--- src/rtl/conv3x3_frame_sequencer.sv ---
// Frame-level controller for the 3x3 convolution engine: streams one frame from
// source memory into the engine and writes the engine's results to destination memory.
module conv3x3_frame_sequencer #(
    parameter int DATA_WIDHT    = 32,
    parameter int IMG_WIDTH     = 220,
    parameter int IMG_HEIGHT    = 220,
    parameter int ADDR_WIDTH    = 16,
    parameter int DRAIN_TIMEOUT = 1024
) (
    input  logic                  clk,
    input  logic                  rst,
    input  logic                  Start,
    input  logic [ADDR_WIDTH-1:0] Src_Base,
    input  logic [ADDR_WIDTH-1:0] Dst_Base,
    output logic                  Busy,
    output logic                  Done,
    output logic                  Error,
    output logic [31:0]           Out_Count,
    output logic                  Rd_En,
    output logic [ADDR_WIDTH-1:0] Rd_Addr,
    input  logic [DATA_WIDHT-1:0] Rd_Data,
    output logic                  Conv_Clr,
    output logic [DATA_WIDHT-1:0] Conv_Data,
    output logic                  Conv_Valid,
    input  logic [DATA_WIDHT-1:0] Conv_Result,
    input  logic                  Conv_Result_Valid,
    output logic                  Wr_En,
    output logic [ADDR_WIDTH-1:0] Wr_Addr,
    output logic [DATA_WIDHT-1:0] Wr_Data
);

    localparam int N = IMG_WIDTH * IMG_HEIGHT;
    localparam int M = (IMG_WIDTH - 2) * (IMG_HEIGHT - 2);

    typedef enum logic [2:0] {
        S_IDLE,
        S_CLEAR,
        S_FETCH,
        S_DRAIN,
        S_DONE
    } state_t;

    state_t                state;
    state_t                next_state;
    logic [ADDR_WIDTH-1:0] src_base;
    logic [ADDR_WIDTH-1:0] dst_base;
    logic [31:0]           pix_cnt;
    logic [31:0]           idle_cnt;
    logic [31:0]           idle_next;
    logic                  start_ok;
    logic                  capture;
    logic                  last_pixel;
    logic                  frame_complete;
    logic                  drain_timeout;

    assign start_ok   = (state == S_IDLE) && Start;
    assign capture    = ((state == S_CLEAR) || (state == S_FETCH) || (state == S_DRAIN))
                        && Conv_Result_Valid && (Out_Count < 32'(M));
    assign last_pixel = (pix_cnt == 32'(N - 1));

    // Completion looks at the count including a write being issued this cycle,
    // so it wins over a timeout that expires in the same cycle.
    assign frame_complete = capture ? (Out_Count == 32'(M - 1)) : (Out_Count == 32'(M));
    assign idle_next      = Conv_Result_Valid ? 32'd0 : idle_cnt + 32'd1;
    assign drain_timeout  = (idle_next == 32'(DRAIN_TIMEOUT));

    assign Rd_Addr = Rd_En ? (src_base + ADDR_WIDTH'(pix_cnt)) : '0;

    always_ff @(posedge clk) begin
        if (rst) begin
            state <= S_IDLE;
        end else begin
            state <= next_state;
        end
    end

    always_comb begin
        next_state = state;
        Busy       = 1'b1;
        Done       = 1'b0;
        Conv_Clr   = 1'b0;
        Rd_En      = 1'b0;
        case (state)
            S_IDLE: begin
                Busy = 1'b0;
                if (Start) begin
                    next_state = S_CLEAR;
                end
            end
            S_CLEAR: begin
                Conv_Clr   = 1'b1;
                next_state = S_FETCH;
            end
            S_FETCH: begin
                Rd_En = 1'b1;
                if (last_pixel) begin
                    next_state = S_DRAIN;
                end
            end
            S_DRAIN: begin
                if (frame_complete || drain_timeout) begin
                    next_state = S_DONE;
                end
            end
            S_DONE: begin
                Done       = 1'b1;
                next_state = S_IDLE;
            end
            default: begin
                next_state = S_IDLE;
            end
        endcase
    end

    // Datapath: pixel forwarding, result capture, frame counters and error flag.
    always_ff @(posedge clk) begin
        if (rst) begin
            src_base   <= '0;
            dst_base   <= '0;
            pix_cnt    <= '0;
            idle_cnt   <= '0;
            Out_Count  <= '0;
            Error      <= 1'b0;
            Conv_Data  <= '0;
            Conv_Valid <= 1'b0;
            Wr_En      <= 1'b0;
            Wr_Addr    <= '0;
            Wr_Data    <= '0;
        end else begin
            Conv_Valid <= Rd_En;
            if (Rd_En) begin
                Conv_Data <= Rd_Data;
            end

            Wr_En <= capture;
            if (capture) begin
                Wr_Addr   <= dst_base + ADDR_WIDTH'(Out_Count);
                Wr_Data   <= Conv_Result;
                Out_Count <= Out_Count + 32'd1;
            end

            if (start_ok) begin
                src_base  <= Src_Base;
                dst_base  <= Dst_Base;
                Error     <= 1'b0;
                Out_Count <= '0;
                pix_cnt   <= '0;
                idle_cnt  <= '0;
            end

            if (state == S_FETCH) begin
                pix_cnt <= pix_cnt + 32'd1;
            end

            if (state == S_DRAIN) begin
                idle_cnt <= idle_next;
                if (!frame_complete && drain_timeout) begin
                    Error <= 1'b1;
                end
            end
        end
    end

endmodule

--- config.mk ---
export PLATFORM = sky130hd
export DESIGN_NAME = conv3x3_frame_sequencer
export DESIGN_NICKNAME = d
export VERILOG_FILES = /design/src/rtl/conv3x3_frame_sequencer.sv
export SDC_FILE = /design/constraint.sdc
export NUM_CORES = 1
export LEC_CHECK = 0
export ABC_AREA = 1
export CORE_MARGIN = 5
export CORE_UTILIZATION = 56
export CTS_CLUSTER_SIZE = 30
export DETAILED_ROUTE_END_ITERATION = 10
export PLACE_DENSITY = 0.95
export SYNTH_ARGS = -nofsm -noshare
export SYNTH_HDL_FRONTEND = slang
export SYNTH_SLANG_ARGS = --single-unit
--- constraint.sdc ---
create_clock -name clk -period 4.51 [get_ports clk]
set_clock_uncertainty 0.05 [all_clocks]
set_input_delay 0.902 -clock clk [delete_from_list [all_inputs] [get_ports clk]]
set_output_delay 0.902 -clock clk [all_outputs]
set_load 0.02 [all_outputs]
==> deck_impl_summary.md, run 1 <==
Implementation Results

Status
  • Status: finished, final reports clean

Power
  • Clock share of power: 28.1%
  • Power per cell area: 504 mW/mm²
  • Switching share of total power: between 30% and 40%
  • Comb group: between 2 and 3 mW
  • Logic pwr share: approximately 37%
  • P_leak: between 5 and 6 nW
  • VDD IR-drop max: between 0.4 and 0.5 mV
  • Largest power group: combinational logic
  • Net Switching: between 2 and 3 mW
  • Total power: ~7.2 mW

Min path
  • Hold Crit Class: flip-flop to flip-flop
  • HP Start: Out_Count[19]
  • Worst hold path cell count: 2

Timing
  • Worst-Margin Slew: between 1000 and 1500 ps
  • Hold WS: slightly above 400 ps
  • Tmin final: around 4200 ps
  • Setup TNS: 0 ps
  • Cycle use final: a little over nine tenths
  • Slew Limit Fails: 0

Routing
  • Initial drt markers: approximately 1200
  • DR vias: 11800
  • Post-DR wirelength/cell: 16.5 µm
  • Drt pass-1 iters: 6
  • # DRC: 0
  • Routed Antenna Nets: 0
  • Vias per cell: 5.66

Worst setup path
  • Worst R2R Path Depth: 10
  • Req. time, crit path: 3560 ps
  • Critical path arrival: 3290 ps
  • Reg2reg start: state[2]
  • Element type at the critical path start: flip-flop
  • Reg-to-reg endpoint: Wr_Addr[12]
  • CP Launch Point: pix_cnt[0]
  • Crit path buf inv count: 1
  • Kind of critical path: flip-flop to output pin
  • Family with the most delay on the worst path: AND-OR/OR-AND gates
  • Top cell by count, worst path: nand3_1
  • Crit-path max FO: 5
  • Worst path max stage delay: slightly above 600 ps

Logic synthesis
  • Aoi share: between 10% and 20%
  • Count leader, synth: nor2_1
  • Post-Syn Area per Cell: 6.79 µm²
  • Cell taking the most area after synthesis: dfxtp_1
  • Share of the synthesized area in the top cell type: roughly two fifths
  • Synth Instances: between 1500 and 2000
  • Top cells by area: dfxtp_1 (39%), nor2_1 (11%), nand2_1 (9.6%)
  • Synthesized area: around 0.011 mm²
  • Comb area leader: simple AND/OR/NAND/NOR gates
  • Top FF cell, synth: dfxtp_1
  • Asr flop ratio synth: 0%
  • Seq share, synth: roughly two fifths
  • Syn Nets: approximately 1700
  • Xor/xnor share: around 2.1%

Global routing
  • Gr usage total: between 20% and 30%
  • Largest net degree at the start of global routing: around 70
  • Total congestion overflow: 0
  • First-pass GRT wire length: around 56 mm
  • Vias in the first global route: approximately 11000

Finish
  • Comb area: between 0.005 and 0.006 mm²
  • Layout Utilization: about 74%
  • Diode count: 0
  • Nets@finish: 1945
  • Top Layout Cells: nor2_1 (331), nand2_1 (280), clkdlybuf4s50_1 (233)
  • Top cell excl fill/tap: nor2_1
  • Sequential share of cell area: between 30% and 40%
  • Comb gates: about 1200
  • Area delta synth->final: 30.3%
  • Inverters: between 100 and 150
  • Reg area: roughly 0.0043 mm²
  • Ratio of cells with drive above 1 in the final layout: 4.49%

Clock network
  • Max Root-Sink Buffers: 3
  • Htree depth: 1
  • CTS resizes: 0
  • CTS Root Cell: clkbuf_16
  • CTS tree: done

Placed design
  • Worst slack, placed: around 770 ps
  • Hpwl dp: around 23 mm
  • Post-DP Area: about 0.013 mm²
  • Cells after DPL: roughly 2000

Floorplanning
  • IO Pins: about 240
  • Die X: about 150 µm
  • Taps Inserted: between 200 and 300
  • Row count: just over 50
  • FP Util: between 50% and 60%
  • Placeable Area: between 0.015 and 0.02 mm²

Flow run
  • Count of tool warnings: 27
  • MaxCap Viol Count: 0
==> run 1: layer usage <==
layer	share of wire [%]	track usage, %	wire, µm	vias up
met4	3.8	12.0	1320	0
met1	39	37.6	13500	5410
met2	48	50.5	16600	605
li1	-	-	-	5692
met3	8.6	5.81	2970	120
met5	0	0	0	-
==> run 1: worst reg2reg max path: stages (launching register included) <==
cell     delay [ps]
dfxtp_1         320
nor2_2          170
nand2_2          80
buf_4           280
nand2_1         130
nand4_1         110
nor2_2          150
nand2_2         420
inv_2           970
o21ai_0         230
a21oi_1         220
==> run 1: sequential cells by signal (all words and copies together) (netlist names) <==
signal,flops
Wr_En,1
Error,1
Wr_Addr,16
Conv_Data,32
dst_base,16
pix_cnt,32
src_base,16
idle_cnt,32
Out_Count,32
Conv_Valid,1
Wr_Data,32
state,3
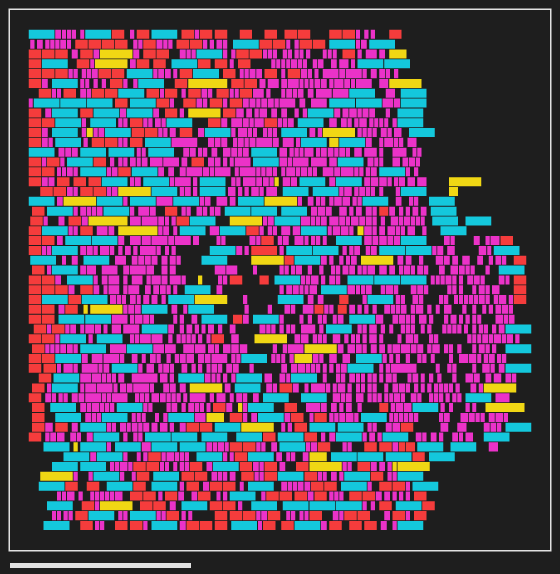
*Cell classes on the final placement, run 1*
The bar under the picture is 50 µm long.
- cyan: flip-flops (cells 214)
- red: other buffers and delay cells (cells 244)
- magenta: all other logic (cells 1326)
- yellow: clock drivers and dummy loads (cells 41)

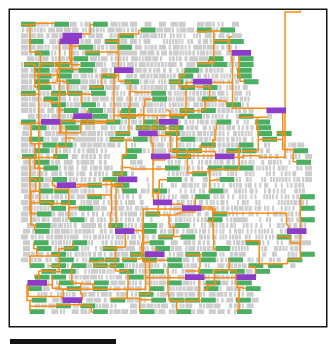
*Clock wires, drivers and flops, run 1*
The bar under the picture is 50 µm long.
- orange: clock wires (length 2730 µm)
- green: flip-flops (count 214)
- purple: cells driving clock nets (count 23)
- routed clock nets: 24
- flops lie: all over the die

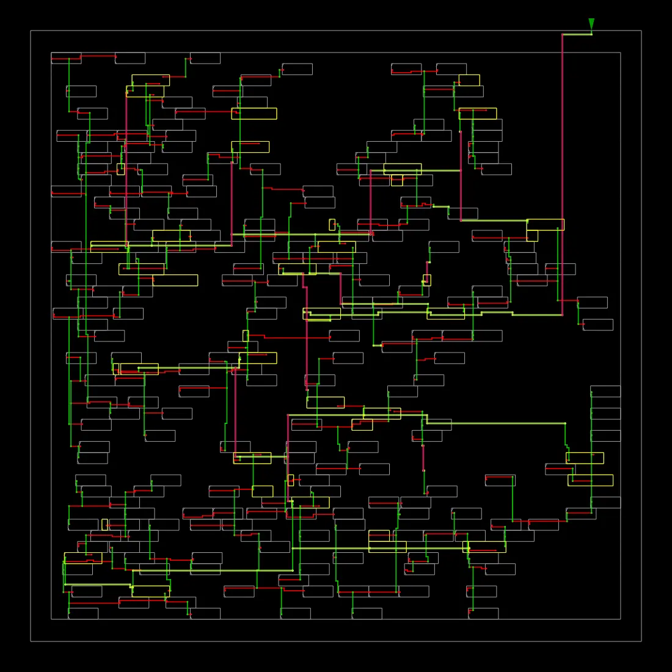
*Clock wiring as the flow saved it, run 1*
CTS buffer count: 23
CLK BUF: 33
clock sink count: 214
Insertion Delay late pin: 510 ps
Clk. pwr: 2.02 mW

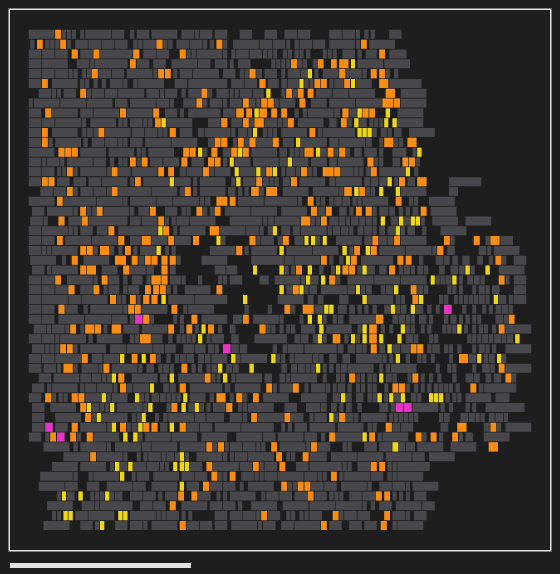
*Selected gate families, run 1*
The bar under the picture is 50 µm long.
- orange: inverting AOI/OAI gates (cells 306)
- yellow: inverters (cells 144)
- magenta: AND and OR gates (cells 7)

## Run 2: what changed since run 1
--- a/config.mk
+++ b/config.mk
@@ -8,9 +8,11 @@
 export ABC_AREA = 1
 export CORE_MARGIN = 5
 export CORE_UTILIZATION = 56
+export CTS_CLUSTER_DIAMETER = 60
 export CTS_CLUSTER_SIZE = 30
 export DETAILED_ROUTE_END_ITERATION = 10
 export PLACE_DENSITY = 0.95
+export SLEW_MARGIN = 20
 export SYNTH_ARGS = -nofsm -noshare
 export SYNTH_HDL_FRONTEND = slang
 export SYNTH_SLANG_ARGS = --single-unit
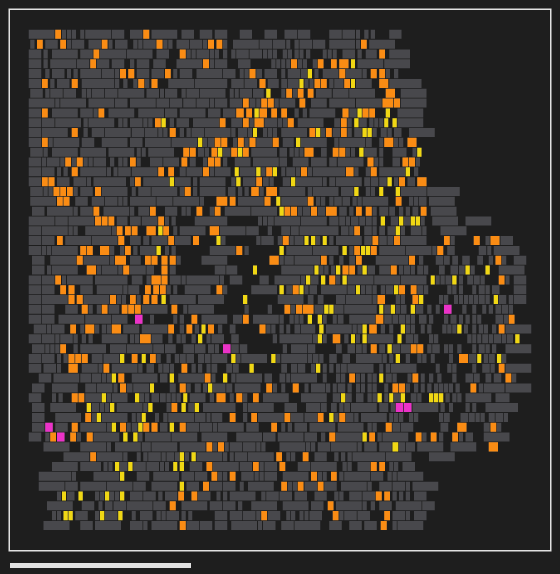
*Selected gate families, run 2*
The bar under the picture is 50 µm long.
- yellow: inverters (cells 144)
- magenta: AND and OR gates (cells 7)
- orange: inverting AOI/OAI gates (cells 306)

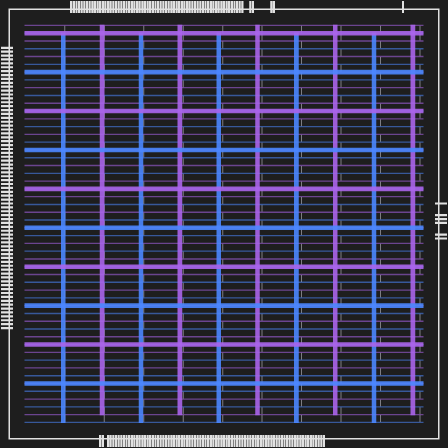
*Floorplan with the power grid, run 2*
Pins as bars on the die edge. Tap cells in grey.
- blue: VSS
- purple: VDD
- signal pins: 235
- tap cells: 265

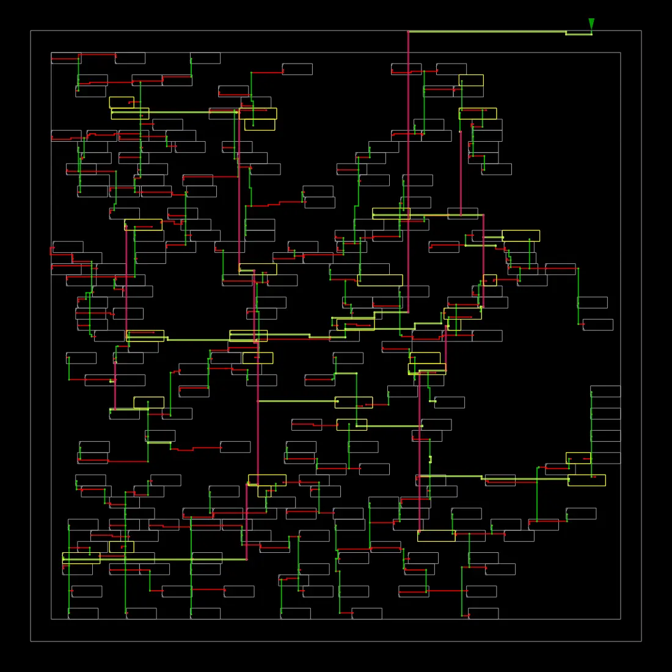
*Clock wiring as the flow saved it, run 2*
CTS buffer count: 17
CLK BUF: 17
seq_cells: 214

==> run 2 against run 1 <==
Against the previous run:
- hold slack got worse by 2.5 ps
- synthesized cell count did not move
- clock power fell by 15%
- setup slack improved by 34 ps
- non-clock buffer count did not move
- sequential power barely moved
- clock-buffer cell count fell by 16
- global-route usage fell by 1.3 points
- cell area fell by 1.0%
- die size did not move
- power fell by 5.0%
==> deck_impl_summary.md, run 2 <==
Implementation Results

Status
  • Status: finished, final reports clean

Global routing
  • Largest net degree at the start of global routing: roughly 70
  • Grt peak-use layer: met2
  • Gr usage total: between 20 and 30%
  • Met3 usage: under 10%
  • Total congestion overflow: 0
  • GR Util met1: a little under two fifths
  • Vias in the first global route: between 10000 and 15000
  • Grt met2 use: between 40% and 50%
  • First-pass GRT wire length: ~53 mm

Finish
  • Layout Utilization: 72.7%
  • Ratio of cells with drive above 1 in the final layout: 4.24%
  • Nets@finish: 1939
  • Comb area: a little under 0.006 mm²
  • Top Layout Cells: nor2_1 (331), nand2_1 (280), clkdlybuf4s50_1 (233)
  • Top cell excl fill/tap: nor2_1
  • Reg area: between 0.004 and 0.005 mm²

Timing
  • Worst-Margin Slew: approximately 1000 ps
  • RSZ-0062 raised after global routing: false
  • Cycle use final: around 93%
  • Slew Limit Fails: 0
  • Tmin final: about 4200 ps
  • Rel. slew slack: 30.4%
  • Setup TNS: 0 ps
  • Hold WS: 405 ps

Routing
  • Routed Antenna Nets: 0
  • # DRC: 0
  • Drt pass-1 iters: 6
  • DR vias: 11600
  • Initial drt markers: around 1400
  • Vias per cell: between 5 and 6
  • Post-DR wirelength/cell: 15.8 µm

Worst setup path
  • Kind of critical path: flip-flop to output pin
  • CP Launch Point: pix_cnt[0]
  • Critical path arrival: roughly 3300 ps
  • Req. time, crit path: approximately 3600 ps
  • Worst R2R Path Depth: 10
  • Family with the most delay on the worst path: simple AND/OR/NAND/NOR gates
  • CP max stage cell: clkdlybuf4s50_1
  • Element type at the critical path start: flip-flop
  • Worst path max stage delay: approximately 610 ps
  • CP Depth: 14
  • Reg2reg start: state[0]
  • Crit path buf inv count: 1

Clock network
  • Max Root-Sink Buffers: 3
  • CTS Root Cell: clkbuf_16
  • CTS tree: done
  • Clock sink count: between 200 and 250
  • CTS resizes: 0
  • Insertion Delay late pin: ~520 ps
  • Htree depth: 1

Placed design
  • Post-DP Area: 0.0134 mm²
  • Hpwl dp: roughly 23 mm
  • Worst slack, placed: about 770 ps

Logic synthesis
  • Syn Nets: 1741
  • Synth Instances: between 1500 and 2000
  • Comb area leader: simple AND/OR/NAND/NOR gates
  • Top FF cell, synth: dfxtp_1
  • Share of the synthesized area in the top cell type: around two fifths
  • Seq share, synth: slightly below 40%
  • Xor/xnor share: 2.09%
  • Synthesized area: approximately 0.011 mm²
  • Top cells by area: dfxtp_1 (39%), nor2_1 (11%), nand2_1 (9.6%)
  • Aoi share: between 15 and 20%
  • Yosys warns: 0
  • Cell taking the most area after synthesis: dfxtp_1
  • Asr flop ratio synth: 0%
  • Post-Syn Area per Cell: a little under 7 µm²

Floorplanning
  • FP Util: 56.4%
  • IO Pins: about 240
  • Placeable Area: 0.0193 mm²
  • Row count: just over 50
  • Die X: approximately 150 µm

Min path
  • HP Start: Out_Count[20]
  • Worst hold path cell count: 2
  • Worst Hold Endpoint: Out_Count[20]
  • Hold Crit Class: flip-flop to flip-flop

Power
  • Total power: just under 7 mW
  • Switching share of total power: between 30 and 40%
  • Power per cell area: a little under 500 mW/mm²
  • P_leak: around 5.2 nW
  • VDD IR-drop max: around 0.5 mV
  • Logic pwr share: 38.0%
  • Clock share of power: between 20 and 30%
  • Clk. pwr: 1.72 mW
  • Comb group: 2.59 mW

Flow run
  • MaxCap Viol Count: 0
  • Count of tool warnings: 27
run 2: cell count changes in the layout (fill, tap and decap cells not counted), sizes merged:
| cell | change |
|---|---|
| diode | +1 |
| bufinv | -3 |
| clkbuf | -16 |
| clkinv | +1 |
| inv | +9 |
| clkinvlp | -2 |
run 2: layer usage:
layer,routed length [µm],vias to the layer above
met2,15800,499
met5,0,-
met1,13600,5331
met3,2540,92
li1,-,5684
met4,963,0
run 2: cell type report:
class,count,area share (%)
clock inverter,13,1.57
timing repair buffer,244,17.2
tap,265,2.36
sequential,214,30.5
clock buffer,17,3.02
inverter,144,3.85
multi-input combinational,1182,41.5
antenna,1,0.0178
Power and IR drop assume default switching activity.
